[config.mk]
export PLATFORM = sky130hd
export DESIGN_NAME = fft_frame_sequencer
export DESIGN_NICKNAME = d
export VERILOG_FILES = /design/src/rtl/fft_seq_pkg.sv /design/src/rtl/fft_beat_counter.sv /design/src/rtl/fft_frame_sequencer.sv
export SDC_FILE = /design/constraint.sdc
export NUM_CORES = 1
export LEC_CHECK = 0
export ABC_AREA = 1
export CAP_MARGIN = 20
export CORE_UTILIZATION = 37
export CTS_BUF_LIST = sky130_fd_sc_hd__clkbuf_4
export CTS_CLUSTER_DIAMETER = 100
export DETAILED_ROUTE_END_ITERATION = 16
export PLACE_DENSITY_LB_ADDON = 0.15
export SYNTH_ARGS = -nofsm -noshare
export SYNTH_HDL_FRONTEND = slang
export SYNTH_SLANG_ARGS = --single-unit
[constraint.sdc]
create_clock -name aclk -period 2.1 [get_ports aclk]
set_input_delay 0.42 -clock aclk [delete_from_list [all_inputs] [get_ports aclk]]
set_output_delay 0.42 -clock aclk [all_outputs]
set_load 0.02 [all_outputs]
[src/rtl/fft_seq_pkg.sv]
// Shared types and constants for the FFT frame sequencer.
// Latency: n/a (declarations only).
// Backpressure: n/a.
package fft_seq_pkg;

    // Frame sequencing states
    typedef enum logic [2:0] {
        ST_IDLE   = 3'd0,
        ST_CFG    = 3'd1,
        ST_LOAD   = 3'd2,
        ST_UNLOAD = 3'd3,
        ST_DONE   = 3'd4
    } seq_state_e;

    localparam int SAMPLE_W      = 32;
    localparam int CFG_DEFAULT_W = 16;

    // Beat counter width for a frame of len points (at least one bit)
    function automatic int cnt_width(input int len);
        return (len > 1) ? $clog2(len) : 1;
    endfunction

endpackage

[src/rtl/fft_beat_counter.sv]
// Counts accepted beats within one frame and flags the final beat.
// Latency: count updates one cycle after the handshake; is_last_o is registered-count compare.
// Backpressure: none; holds while inc_i is low, saturates on the last beat so it never wraps.
module fft_beat_counter
    import fft_seq_pkg::*;
#(
    parameter int LEN = 128
) (
    input  logic clk_i,
    input  logic rst_ni,
    input  logic clr_i,
    input  logic inc_i,
    output logic is_last_o
);

    localparam int            W    = cnt_width(LEN);
    localparam logic [W-1:0]  LAST = W'(LEN - 1);

    logic [W-1:0] cnt_q;
    logic [W-1:0] cnt_d;

    // Next count: clear wins, otherwise advance on a handshake until the last beat
    always_comb begin
        cnt_d = cnt_q;
        if (clr_i) begin
            cnt_d = '0;
        end else if (inc_i && (cnt_q != LAST)) begin
            cnt_d = cnt_q + 1'b1;
        end
    end

    // Count register
    always_ff @(posedge clk_i or negedge rst_ni) begin
        if (!rst_ni) begin
            cnt_q <= '0;
        end else begin
            cnt_q <= cnt_d;
        end
    end

    assign is_last_o = (cnt_q == LAST);

endmodule

[src/rtl/fft_frame_sequencer.sv]
// Frame controller in front of fft_core: issues config, streams FFT_LEN samples in, drains FFT_LEN results out.
// Latency: CFG one cycle min; LOAD/UNLOAD data paths are pure combinational pass-through; done one cycle after last sink beat.
// Backpressure: valid/ready forwarded straight through; stalls of any length hold counters. Macro FFT_SEQ_TLAST_CHECK_EN adds core tlast checking.
module fft_frame_sequencer
    import fft_seq_pkg::*;
#(
    parameter int FFT_LEN = 128,
    parameter int CFG_W   = CFG_DEFAULT_W,
    parameter int DATA_W  = SAMPLE_W
) (
    input  logic              aclk,
    input  logic              aresetn,
    input  logic              start,
    input  logic [CFG_W-1:0]  cfg_word,
    output logic              busy,
    output logic              done,
    output logic              err,
    input  logic              err_clr,
    input  logic              src_tvalid,
    output logic              src_tready,
    input  logic [DATA_W-1:0] src_tdata,
    output logic              cfg_tvalid,
    input  logic              cfg_tready,
    output logic [CFG_W-1:0]  cfg_tdata,
    output logic              fin_tvalid,
    input  logic              fin_tready,
    output logic [DATA_W-1:0] fin_tdata,
    output logic              fin_tlast,
    input  logic              fout_tvalid,
    output logic              fout_tready,
    input  logic [DATA_W-1:0] fout_tdata,
    input  logic              fout_tlast,
    output logic              snk_tvalid,
    input  logic              snk_tready,
    output logic [DATA_W-1:0] snk_tdata,
    output logic              snk_tlast,
    input  logic              ev_tlast_unexpected,
    input  logic              ev_tlast_missing
);

    seq_state_e       state_q;
    logic [CFG_W-1:0] cfg_q;
    logic             busy_q;
    logic             done_q;
    logic             err_q;
    logic             err_d;

    logic st_cfg;
    logic st_load;
    logic st_unload;
    logic start_acc;
    logic cfg_hs;
    logic fin_hs;
    logic snk_hs;
    logic in_last;
    logic out_last;
    logic tlast_err;

    assign st_cfg    = (state_q == ST_CFG);
    assign st_load   = (state_q == ST_LOAD);
    assign st_unload = (state_q == ST_UNLOAD);
    assign start_acc = (state_q == ST_IDLE) && start;

    // Config channel presents the latched word only while in CFG
    assign cfg_tvalid = st_cfg;
    assign cfg_tdata  = cfg_q;
    assign cfg_hs     = cfg_tvalid && cfg_tready;

    // Producer -> core pass-through, gated to LOAD
    assign fin_tvalid = st_load && src_tvalid;
    assign src_tready = st_load && fin_tready;
    assign fin_tdata  = src_tdata;
    assign fin_tlast  = st_load && in_last;
    assign fin_hs     = fin_tvalid && fin_tready;

    // Core -> sink pass-through, gated to UNLOAD; our count decides tlast
    assign snk_tvalid  = st_unload && fout_tvalid;
    assign fout_tready = st_unload && snk_tready;
    assign snk_tdata   = fout_tdata;
    assign snk_tlast   = st_unload && out_last;
    assign snk_hs      = snk_tvalid && snk_tready;

    assign busy = busy_q;
    assign done = done_q;
    assign err  = err_q;

    fft_beat_counter #(
        .LEN (FFT_LEN)
    ) u_in_cnt (
        .clk_i     (aclk),
        .rst_ni    (aresetn),
        .clr_i     (start_acc),
        .inc_i     (fin_hs),
        .is_last_o (in_last)
    );

    fft_beat_counter #(
        .LEN (FFT_LEN)
    ) u_out_cnt (
        .clk_i     (aclk),
        .rst_ni    (aresetn),
        .clr_i     (start_acc),
        .inc_i     (snk_hs),
        .is_last_o (out_last)
    );

`ifdef FFT_SEQ_TLAST_CHECK_EN
    // Core's tlast must agree with our beat count on every output transfer
    assign tlast_err = snk_hs && (fout_tlast != out_last);
`else
    logic unused_fout_tlast;
    assign unused_fout_tlast = fout_tlast;
    assign tlast_err         = 1'b0;
`endif

    // Sticky error: any event sets it, clear only takes effect when nothing sets it
    always_comb begin
        err_d = err_q;
        if (ev_tlast_unexpected || ev_tlast_missing || tlast_err) begin
            err_d = 1'b1;
        end else if (err_clr) begin
            err_d = 1'b0;
        end
    end

    // Error flag register
    always_ff @(posedge aclk or negedge aresetn) begin
        if (!aresetn) begin
            err_q <= 1'b0;
        end else begin
            err_q <= err_d;
        end
    end

    // Frame FSM with registered busy/done and latched config word
    always_ff @(posedge aclk or negedge aresetn) begin
        if (!aresetn) begin
            state_q <= ST_IDLE;
            cfg_q   <= '0;
            busy_q  <= 1'b0;
            done_q  <= 1'b0;
        end else begin
            unique case (state_q)
                ST_IDLE: begin
                    if (start) begin
                        cfg_q   <= cfg_word;
                        busy_q  <= 1'b1;
                        state_q <= ST_CFG;
                    end
                end
                ST_CFG: begin
                    if (cfg_hs) begin
                        state_q <= ST_LOAD;
                    end
                end
                ST_LOAD: begin
                    if (fin_hs && in_last) begin
                        state_q <= ST_UNLOAD;
                    end
                end
                ST_UNLOAD: begin
                    if (snk_hs && out_last) begin
                        done_q  <= 1'b1;
                        state_q <= ST_DONE;
                    end
                end
                ST_DONE: begin
                    done_q  <= 1'b0;
                    busy_q  <= 1'b0;
                    state_q <= ST_IDLE;
                end
                default: begin
                    done_q  <= 1'b0;
                    busy_q  <= 1'b0;
                    state_q <= ST_IDLE;
                end
            endcase
        end
    end

endmodule

**Run 1: clock routing**

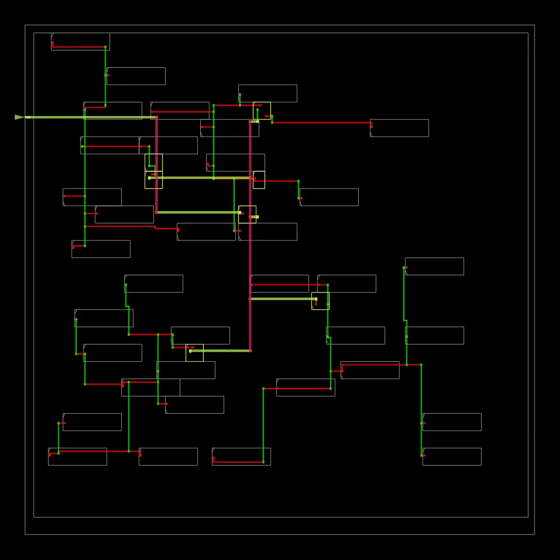
P_clk: 363 uW
clk_buf instances: 6
Clock Latency Late Sink: 0.34 ns
Layout Skew: 0.00774 ns

**Run 1: sequential cells grouped by signal name**

Other sequential cells in the stronger gray, the rest of the logic in the fainter gray.
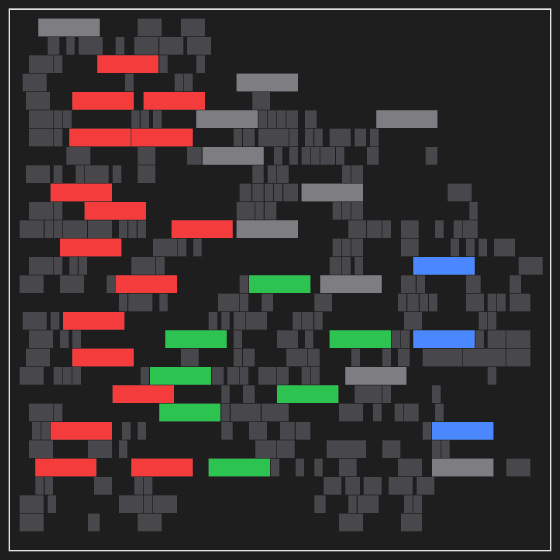
| color | signal | placed flops |
|---|---|---|
| green | `u_out_cnt.cnt_q` | 7 |
| blue | `state_q` | 3 |
| red | `cfg_tdata` | 16 |

==> flow_summary.json, run 1 <==
{
  "drv_slew": 0,
  "outcome": "complete, no violations",
  "grt_use_met2_pct": 22.8,
  "fin_crit_ns": 1.95,
  "worstReg2RegStart": "state_q[0]",
  "crit_start": "state_q[2]",
  "lay_top_cells": "nand2_1 (84), clkdlybuf4s50_1 (44), dfrtp_1 (36), inv_1 (21), nand3_1 (19)",
  "dieWidth_um": 80.1,
  "grt_pass1_wl_um": 6920,
  "fp_nets": 376,
  "cts.clk_slew.worst_paths_ns": 0.11,
  "synthArstFlopShare_pct": 100,
  "setup_viol": 0,
  "routed_wirelength_um": 4120,
  "warnings": 27,
  "yosys_area_mm2": 0.00226,
  "grt_use_met1_pct": 16.3,
  "fillers": 617,
  "drc_errors": 0,
  "post-cts-setup-buffer-count": 0,
  "yosysMostFrequentCell": "nand2_1",
  "antenna_left": 0,
  "synth_flops": 36,
  "antenna_found_initial": 0,
  "cts.sinks": 36,
  "ff2ff_setup_slack_ns": 0.52,
  "final_hold_viol_count": 0,
  "worstSetupPathType": "reg2out",
  "fmax_mhz": 512,
  "syn-instance-count": 282,
  "cts_max_path_buffers": 2,
  "grt.busiest_layer": "met2",
  "dp_hpwl_um": 2950,
  "via_per_inst": 4.37,
  "fin_cells": 360,
  "fp_util_pct": 38.1,
  "ys_top_cells_by_count": "nand2_1 (84), buf_4 (65), dfrtp_1 (36), inv_1 (21)",
  "power_density_mw_per_mm2": 1080,
  "ys_seq_share_pct": 39.9,
  "finalPower_uw": 2670,
  "maxSlewHeadroom_pct": 69.4,
  "yosysWarnings": 0,
  "worst_ep_required_time_ns": 1.68,
  "track_usage_pct": 14.0,
  "dpl.cell_count": 353,
  "nets": 379,
  "r2r-end": "cfg_tdata[2]",
  "antenna_cells": 0,
  "finalSetupTns_ns": 0,
  "lay_top_count": "nand2_1",
  "highest_layer": "met4",
  "top_area_share_pct": 39.9,
  "cp-end-kind": "primary output",
  "first_pass_iters": 4,
  "cts_tree": "built",
  "rows": 28,
  "synth_top_cell_by_area": "dfrtp_1",
  "ctsRootBufferMaster": "clkbuf_4",
  "syn_area_per_cell_um2": 8.01,
  "via_count": 1573,
  "cp.arrival_ns": 1.53,
  "cts_hold_buffers": 0,
  "synth.distinct_cells": 25,
  "yosysCellCount": 282,
  "ir_drop_mv": 0.442
}
**Run 1: clock wires, drivers and flops**

Bar = 20 um.
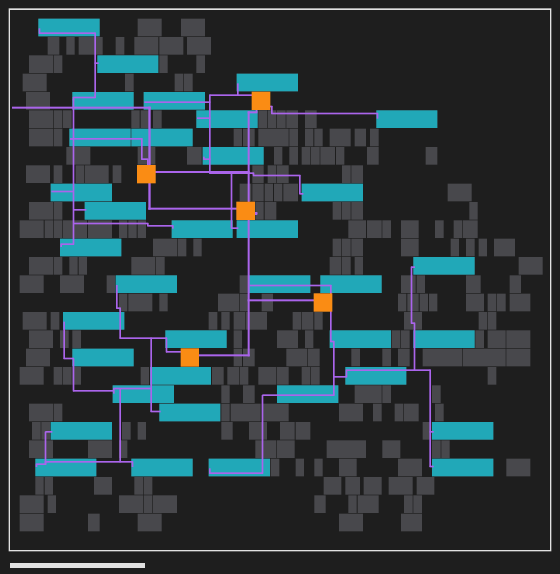
[purple] clock wires | length: 483 um
[cyan] flip-flops | count: 36
[orange] clock-net drivers | count: 5
flops lie: widely spread
routed clock nets: 6

**Run 1: metal 4**

Supply wires on this layer in gray.
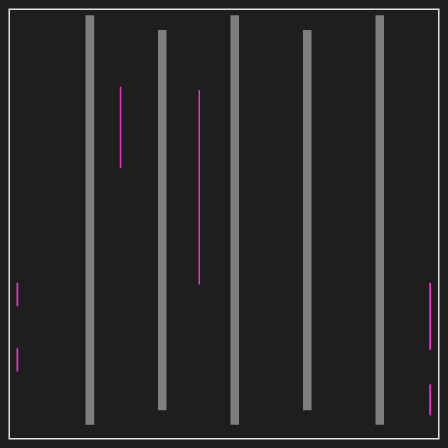
wire length on this layer: 76.8 um
main direction: vertical
share of all routed wire: 1.9%

-- run 1: worst max-delay path, cell delays in order, from the launching register on --
cell	delay (ns)
dfrtp_1	0.46
nor2_2	0.16
nand2_1	0.13
nor2_1	0.10
dlygate4sd2_1	0.33
-- run 1: sequential cells by signal, indices dropped and copies added, names as in the netlist --
| signal | cells |
|---|---|
| busy | 1 |
| cfg_tdata | 16 |
| done | 1 |
| err | 1 |
| state_q | 3 |
| u_in_cnt.cnt_q | 7 |
| u_out_cnt.cnt_q | 7 |
-- run 1: per-stage QoR --
stage          util, %  instance area (um2)
2_1_floorplan        -                 2260
3_3_place_gp      41.3                 2440
3_5_place_dp      41.3                 2440
4_1_cts           42.0                 2480
5_1_grt           41.8                 2480
6_report          41.8                 2480
-- run 1: where the power goes --
group | switching (uW) | leakage (uW) | internal [uW]
Sequential | 161 | 0.000464 | 920
Clock | 226 | 0.0000315 | 136
Combinational | 676 | 0.000819 | 549
Total | 1060 | 0.00131 | 1600
-- run 1: cell families after synthesis --
kind of cell / share of synthesized area, %
XOR/XNOR: 2.33
flip-flops: 39.9
adder cells (fa/ha/maj): 1.11
AND-OR/OR-AND: 2.22
AND/OR/NAND/NOR: 27.5
buffers and inverters: 26.9
-- run 1: cell type report --
type                    count  area [um2]  share of cell area [%]
multi-input cells         154         754                    30.5
flip-flops and latches     36         901                    36.4
clock inverters             1        5.00                   0.202
repair buffers             64         586                    23.6
inverters                  24        92.6                    3.74
clock buffers               6        45.0                    1.82
well taps                  75        93.8                    3.79
-- run 1: what timing repair did --
item / CTS / global route
resized: 8 / 7
endpoints found under the hold margin: 0 / 0
endpoints found under the setup margin: 7 / 4
**Run 1: cells by drive strength**

Bar = 20 um.
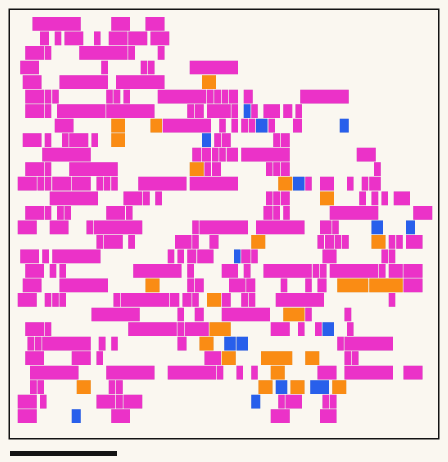

==> run 2: changes to the inputs <==
--- a/config.mk
+++ b/config.mk
@@ -7,6 +7,7 @@
 export LEC_CHECK = 0
 export ABC_AREA = 1
 export CAP_MARGIN = 20
+export CORE_ASPECT_RATIO = 1.4
 export CORE_UTILIZATION = 37
 export CTS_BUF_LIST = sky130_fd_sc_hd__clkbuf_4
 export CTS_CLUSTER_DIAMETER = 100
**Run 2: cells by drive strength**

Bar = 20 um.
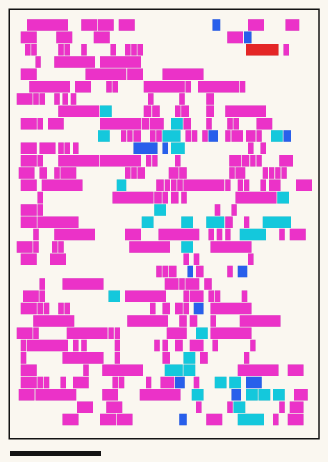
| color | size | cells | share |
|---|---|---|---|
| magenta | x1 and smaller | 247 | 85% |
| cyan | x3 and x4 | 28 | 9.7% |
| red | x6 and larger | 1 | 0.35% |
| blue | x2 | 13 | 4.5% |

==> flow_summary.json, run 2 <==
{
  "yosys.area_share.simple_pct": 27.5,
  "via_per_inst": 4.67,
  "synth_top_cell_by_area": "dfrtp_1",
  "r2r-end": "u_out_cnt.cnt_q[3]",
  "antenna_found_initial": 0,
  "cts.clk_slew.worst_paths_ns": 0.11,
  "antenna_cells": 0,
  "lay_top_count": "nand2_1",
  "top_area_share_pct": 39.9,
  "warnings": 27,
  "drv_slew": 0,
  "path_cells": "nor2_1, nand2_1, nor2_1, dlygate4sd2_1",
  "slowest_stage": "dfrtp_1",
  "drc_errors": 0,
  "dp_hpwl_um": 3520,
  "worst_ep_required_time_ns": 1.68,
  "ys_top_cells_by_count": "nand2_1 (84), buf_4 (65), dfrtp_1 (36), inv_1 (21)",
  "aoi_share_pct": 2.22,
  "path_buffers": 1,
  "ff2ff_setup_slack_ns": 0.54,
  "worstSetupPathType": "reg2out",
  "ys_sh_xor_pct": 2.33,
  "ctsRootBufferMaster": "clkbuf_4",
  "nets": 382,
  "cts.sinks": 36,
  "fin_skew_ns": 0.0155,
  "routed_wirelength_um": 4810,
  "antenna_left": 0,
  "cp.arrival_ns": 1.52,
  "grt_pass1_wl_um": 7380,
  "fp_util_pct": 38.5,
  "outcome": "complete, no violations",
  "topCombFamilyByArea": "simple AND/OR/NAND/NOR gates",
  "track_usage_pct": 15.7,
  "path_depth": 4,
  "max_stage_delay_ns": 0.45,
  "final_hold_viol_count": 0,
  "yosys_area_mm2": 0.00226,
  "synth.distinct_cells": 25,
  "crit_family": "flip-flops",
  "cpMostUsedCell": "nor2_1",
  "dpl.cell_count": 347,
  "insertion_delay_ns": 0.35,
  "crit_start": "state_q[2]",
  "via_count": 1678,
  "cts_max_path_buffers": 2,
  "synth_flops": 36,
  "setup_viol": 0
}
## run 2: netlist changes by cell type in the layout (fill, tap and decap cells not counted)
cell | before | now
ha_2 | 0 | 1
nor2_1 | 17 | 18
nor2_2 | 4 | 2
clkinvlp_4 | 0 | 1
nor2_4 | 0 | 1
buf_4 | 12 | 13
buf_2 | 1 | 3
clkbuf_2 | 3 | 1
clkinv_2 | 1 | 0
dlygate4sd3_1 | 0 | 1
buf_12 | 0 | 1
clkinv_4 | 0 | 1
ha_1 | 2 | 1
## run 2: where the power goes
part | leakage (uW) | internal, uW | total (uW) | switching, uW
logic | 0.000838 | 582 | 1290 | 705
registers | 0.000464 | 919 | 1070 | 156
clock network | 0.0000319 | 146 | 397 | 251
total | 0.00133 | 1650 | 2760 | 1110
## run 2: metrics by stage
step                utilization [%]  setup TNS (ns)  instance area (um2)
floorplan                         -               0                 2260
global placement               41.6         -0.0343                 2440
detailed placement             41.6        -0.00547                 2440
CTS                            42.7               0                 2500
global route                   43.1               0                 2520
finish                         43.1               0                 2520
## run 2: what timing repair did
| item | in CTS | in global routing |
|---|---|---|
| hold buffers | 0 | 1 |
| buffers inserted | 0 | 3 |
| endpoints found under the hold margin | 0 | 12 |
| setup endpoints to repair | 7 | 3 |
| pin swaps | 0 | 1 |
| gates resized | 12 | 6 |
## run 2: cell type report
type	count	area, um2
Tap cell	70	87.6
Inverter	24	92.6
Multi-Input combinational cell	154	759
Timing Repair Buffer	67	623
Sequential cell	36	901
Clock inverter	2	16.3
Clock buffer	6	45.0
Fill cell	634	3340
## run 2: per-layer routing
layer  GRT usage, %  share of wire [%]  up-vias
li1               -                  -      816
met1           16.8                 38      759
met2           23.6                 43       56
met3           5.19                 11       47
met4           14.6                8.2        0
met5              0                  0        -
Power and IR drop assume default switching activity.
